File: src/rtl/io_port_peripheral.sv
// I/O-pin side peripheral: buffered input port with arrival interrupt, buffered output port
// drained over valid/ready. Optional sticky error flags via IO_PORT_OVERFLOW_FLAG_EN.
module io_port_peripheral #(
  parameter int DATA_W    = 16,
  parameter int IN_DEPTH  = 4,
  parameter int OUT_DEPTH = 4,
  parameter int INT_PULSE = 2
) (
  input  logic              clk1,
  input  logic              reset,
  input  logic [DATA_W-1:0] extInData,
  input  logic              extInValid,
  output logic              extInReady,
  input  logic              inPortRead,
  output logic [DATA_W-1:0] inputPort,
  output logic              inEmpty,
  output logic              interrupt,
  input  logic [DATA_W-1:0] outputPort,
  input  logic              outPortWrite,
  output logic [DATA_W-1:0] extOutData,
  output logic              extOutValid,
  input  logic              extOutReady,
  output logic              outFull
`ifdef IO_PORT_OVERFLOW_FLAG_EN
  ,
  output logic [1:0]        ioError
`endif
);
  // Handshake: a word moves on an edge where valid && ready are both high; ready depends
  // only on registered state, never combinationally on the partner's valid.
  localparam int IN_PW  = $clog2(IN_DEPTH);
  localparam int IN_CW  = IN_PW + 1;
  localparam int OUT_PW = $clog2(OUT_DEPTH);
  localparam int OUT_CW = OUT_PW + 1;
  localparam int IW     = $clog2(INT_PULSE + 1);

  logic [DATA_W-1:0] in_mem_q  [IN_DEPTH];
  logic [DATA_W-1:0] in_mem_d  [IN_DEPTH];
  logic [DATA_W-1:0] out_mem_q [OUT_DEPTH];
  logic [DATA_W-1:0] out_mem_d [OUT_DEPTH];

  logic [IN_PW-1:0]  in_rd_q, in_rd_d, in_wr_q, in_wr_d;
  logic [IN_CW-1:0]  in_cnt_q, in_cnt_d;
  logic [OUT_PW-1:0] out_rd_q, out_rd_d, out_wr_q, out_wr_d;
  logic [OUT_CW-1:0] out_cnt_q, out_cnt_d;
  logic [IW-1:0]     int_cnt_q, int_cnt_d;

  logic in_full, in_empty, in_push, in_pop, int_trigger;
  logic out_full, out_empty, out_push, out_pop;

`ifdef IO_PORT_OVERFLOW_FLAG_EN
  logic [1:0] err_q, err_d;
`endif

  always_comb begin
    in_full     = (in_cnt_q == IN_CW'(IN_DEPTH));
    in_empty    = (in_cnt_q == '0);
    in_push     = extInValid && !in_full;
    in_pop      = inPortRead && !in_empty;
    int_trigger = in_push && in_empty;

    in_mem_d = in_mem_q;
    if (in_push) in_mem_d[in_wr_q] = extInData;
    in_wr_d = in_push ? in_wr_q + IN_PW'(1) : in_wr_q;
    in_rd_d = in_pop  ? in_rd_q + IN_PW'(1) : in_rd_q;
    case ({in_push, in_pop})
      2'b10:   in_cnt_d = in_cnt_q + IN_CW'(1);
      2'b01:   in_cnt_d = in_cnt_q - IN_CW'(1);
      default: in_cnt_d = in_cnt_q;
    endcase

    // A running pulse is never extended or restarted by a new arrival.
    if (int_cnt_q != '0)  int_cnt_d = int_cnt_q - IW'(1);
    else if (int_trigger) int_cnt_d = IW'(INT_PULSE);
    else                  int_cnt_d = int_cnt_q;
  end

  always_comb begin
    out_full  = (out_cnt_q == OUT_CW'(OUT_DEPTH));
    out_empty = (out_cnt_q == '0);
    out_push  = outPortWrite && !out_full;
    out_pop   = !out_empty && extOutReady;

    out_mem_d = out_mem_q;
    if (out_push) out_mem_d[out_wr_q] = outputPort;
    out_wr_d = out_push ? out_wr_q + OUT_PW'(1) : out_wr_q;
    out_rd_d = out_pop  ? out_rd_q + OUT_PW'(1) : out_rd_q;
    case ({out_push, out_pop})
      2'b10:   out_cnt_d = out_cnt_q + OUT_CW'(1);
      2'b01:   out_cnt_d = out_cnt_q - OUT_CW'(1);
      default: out_cnt_d = out_cnt_q;
    endcase
  end

`ifdef IO_PORT_OVERFLOW_FLAG_EN
  always_comb begin
    err_d = err_q | {outPortWrite && out_full, inPortRead && in_empty};
  end
`endif

  always_ff @(posedge clk1 or posedge reset) begin
    if (reset) begin
      in_rd_q   <= '0;
      in_wr_q   <= '0;
      in_cnt_q  <= '0;
      out_rd_q  <= '0;
      out_wr_q  <= '0;
      out_cnt_q <= '0;
      int_cnt_q <= '0;
`ifdef IO_PORT_OVERFLOW_FLAG_EN
      err_q     <= '0;
`endif
    end else begin
      in_rd_q   <= in_rd_d;
      in_wr_q   <= in_wr_d;
      in_cnt_q  <= in_cnt_d;
      out_rd_q  <= out_rd_d;
      out_wr_q  <= out_wr_d;
      out_cnt_q <= out_cnt_d;
      int_cnt_q <= int_cnt_d;
`ifdef IO_PORT_OVERFLOW_FLAG_EN
      err_q     <= err_d;
`endif
    end
  end

  // Storage needs no reset: every visible read is gated by the count.
  always_ff @(posedge clk1) begin
    in_mem_q  <= in_mem_d;
    out_mem_q <= out_mem_d;
  end

  assign extInReady  = !in_full;
  assign inEmpty     = in_empty;
  assign inputPort   = in_empty ? '0 : in_mem_q[in_rd_q];
  assign interrupt   = (int_cnt_q != '0);
  assign extOutValid = !out_empty;
  assign extOutData  = out_empty ? '0 : out_mem_q[out_rd_q];
  assign outFull     = out_full;
`ifdef IO_PORT_OVERFLOW_FLAG_EN
  assign ioError     = err_q;
`endif

endmodule

File: config.mk
export PLATFORM = sky130hd
export DESIGN_NAME = io_port_peripheral
export DESIGN_NICKNAME = d
export VERILOG_FILES = /design/src/rtl/io_port_peripheral.sv
export SDC_FILE = /design/constraint.sdc
export NUM_CORES = 1
export LEC_CHECK = 0
export ABC_AREA = 1
export CORE_UTILIZATION = 35
export CTS_CLUSTER_DIAMETER = 40
export DETAILED_ROUTE_END_ITERATION = 7
export PLACE_DENSITY = 0.66
export SYNTH_ARGS = -nofsm -noshare
export SYNTH_HDL_FRONTEND = slang
export SYNTH_SLANG_ARGS = --single-unit
File: constraint.sdc
create_clock -name clk1 -period 2.5 [get_ports clk1]
set_input_delay 0.75 -clock clk1 [delete_from_list [all_inputs] [get_ports clk1]]
set_output_delay 0.75 -clock clk1 [all_outputs]
set_load 0.01 [all_outputs]
M1 wires:
Bar = 50 um.
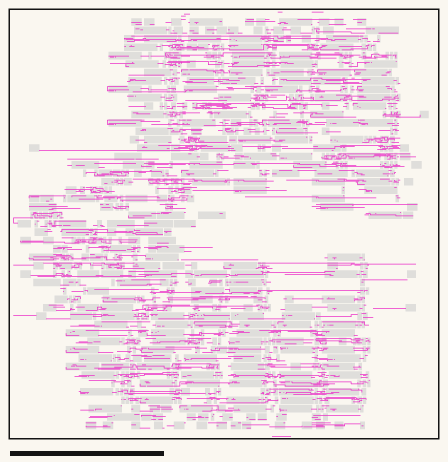
wire length on this layer: 5510 um
nets with wire on the layer: 723
routing usage on met1: 16.70%
via count: 4331

The metal 2 layer:
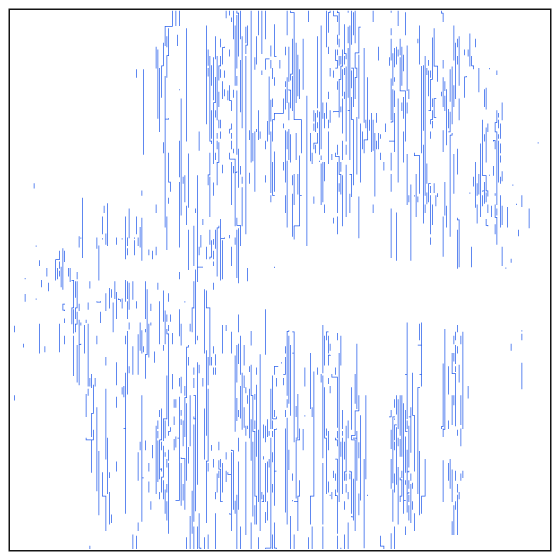
share of all routed wire: 50%
wire length on this layer: 6350 um
longest straight run: 45.6 um
nets with wire on the layer: 571

Met3 routing:
Bar = 50 um.
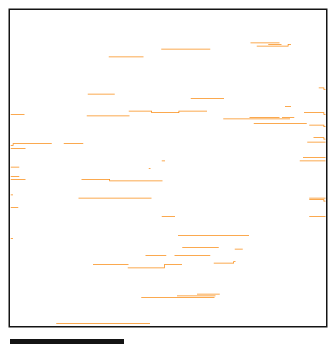
main direction: horizontal
wire length on this layer: 650 um
total routed wirelength: 12670 um
met3 routing resource usage after global routing: 4.053%

Clock nets:
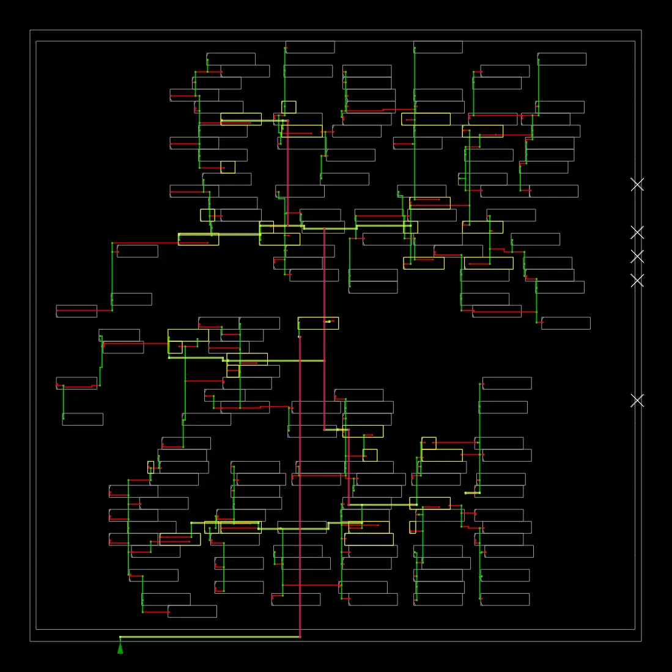
Latency at later pin: 0.42 ns
TritonCTS Sinks: 144
Fin Clk Skew: 0.006142 ns
CTS buffer count: 17
number of sequential storage elements: 144

## repair_timing
action | CTS | global route
gates resized | 41 | 16
setup buffers | 0 | 2
setup endpoints to repair | 34 | 34
pin swaps | 0 | 1
## placed cells by master, fill, tap and decap left out
master,instances
sky130_fd_sc_hd__inv_4,1
sky130_fd_sc_hd__dlygate4sd2_1,26
sky130_fd_sc_hd__buf_12,10
sky130_fd_sc_hd__o21ai_0,4
sky130_fd_sc_hd__nand2_1,162
sky130_fd_sc_hd__dfrtp_1,14
sky130_fd_sc_hd__ha_1,12
sky130_fd_sc_hd__buf_4,19
sky130_fd_sc_hd__fa_1,2
sky130_fd_sc_hd__inv_1,158
sky130_fd_sc_hd__nand3_1,74
sky130_fd_sc_hd__nor2_4,1
sky130_fd_sc_hd__nand2_2,2
sky130_fd_sc_hd__inv_6,6
sky130_fd_sc_hd__clkbuf_2,1
sky130_fd_sc_hd__a21oi_1,29
sky130_fd_sc_hd__nand4_1,2
sky130_fd_sc_hd__nand3_2,2
sky130_fd_sc_hd__inv_2,4
sky130_fd_sc_hd__bufinv_16,3
sky130_fd_sc_hd__clkbuf_16,17
sky130_fd_sc_hd__dfrtp_2,2
sky130_fd_sc_hd__nor2_1,8
sky130_fd_sc_hd__a21oi_2,3
sky130_fd_sc_hd__xnor2_1,4
sky130_fd_sc_hd__clkinvlp_4,1
sky130_fd_sc_hd__edfxtp_1,128
sky130_fd_sc_hd__inv_8,1
sky130_fd_sc_hd__clkinv_4,5
sky130_fd_sc_hd__clkdlybuf4s50_1,40
sky130_fd_sc_hd__clkinv_1,2
sky130_fd_sc_hd__dlymetal6s2s_1,1
sky130_fd_sc_hd__clkdlybuf4s15_1,6
==> notes.md <==
The implementation run finished. The run finished, with violations left. The final reports fail on design-rule violations. The critical path endpoint has a required time of 1.75 ns. Number of logic gates landed at about 300. OpenSTA, run right after detailed placement, puts the worst setup slack at 0.07596 ns. Post-synthesis adder-cell area fraction landed at 2.915%. Count of boundary I/O pins landed at 75. Fraction of area in clock buffers and inverters landed at 7.328%. Multiplexer share of the synthesized area landed at 0%.

The clock network consumes a total of 2.56 mW. The root buffer cell chosen for the clock tree is sky130_fd_sc_hd__clkbuf_16. Yosys mapped the design onto 20 distinct sky130hd cell types. For the worst min-delay path, the startpoint reported by OpenROAD is in_cnt_q[2]$_DFFE_PP0P_. Recorded from the global router log, the overflow total was 0.

Internal power summed over all cells landed at 6.449 mW. Count of unresolved DRC violations after routing landed at 10. Between the synthesized netlist and the finished layout, the area growth was recorded as 27.46%.

After the last flow step, the layout net total stands at about 790. Total power consumption of the routed design landed at 9.975 mW. Buffers inserted to repair hold after CTS numbered 0.

Count of instantiated cells in the yosys netlist landed at 637. Clock group share of total power landed at ~26%. Number of H-tree branching levels landed at 4.

As logged by OpenROAD, the buffers inserted on ports number 74. Count of non-filler cells in the finished layout landed at 979. Looking at the area split, the leading class of cells is flip-flops and latches. Area enclosed by the die boundary landed at 19190 sq um. Looking at the max-slew report, the worst-margin pin has a slew of 0.2614 ns. In the final layout, the registers with the most flip-flops are in_mem_q (64), out_mem_q (64). The tightest min-delay check is of the reg -> reg type.

Largest net degree at the start of global routing landed at 34. Per the layout area report, the register area comes to 4247 sq um. TritonCTS built the clock tree.

Per the STA report, the cell with the highest stage delay on the worst path is sky130_fd_sc_hd__dfrtp_2. Flop share of the area landed at 51.07%. Number of cells on the worst hold path landed at 2. Final period demand of the worst path landed at 2.445 ns.

In this run the worst setup path begins at in_rd_q[0]$_DFFE_PP0P_.
No activity file was given, so power comes from the tool's default toggle rates.
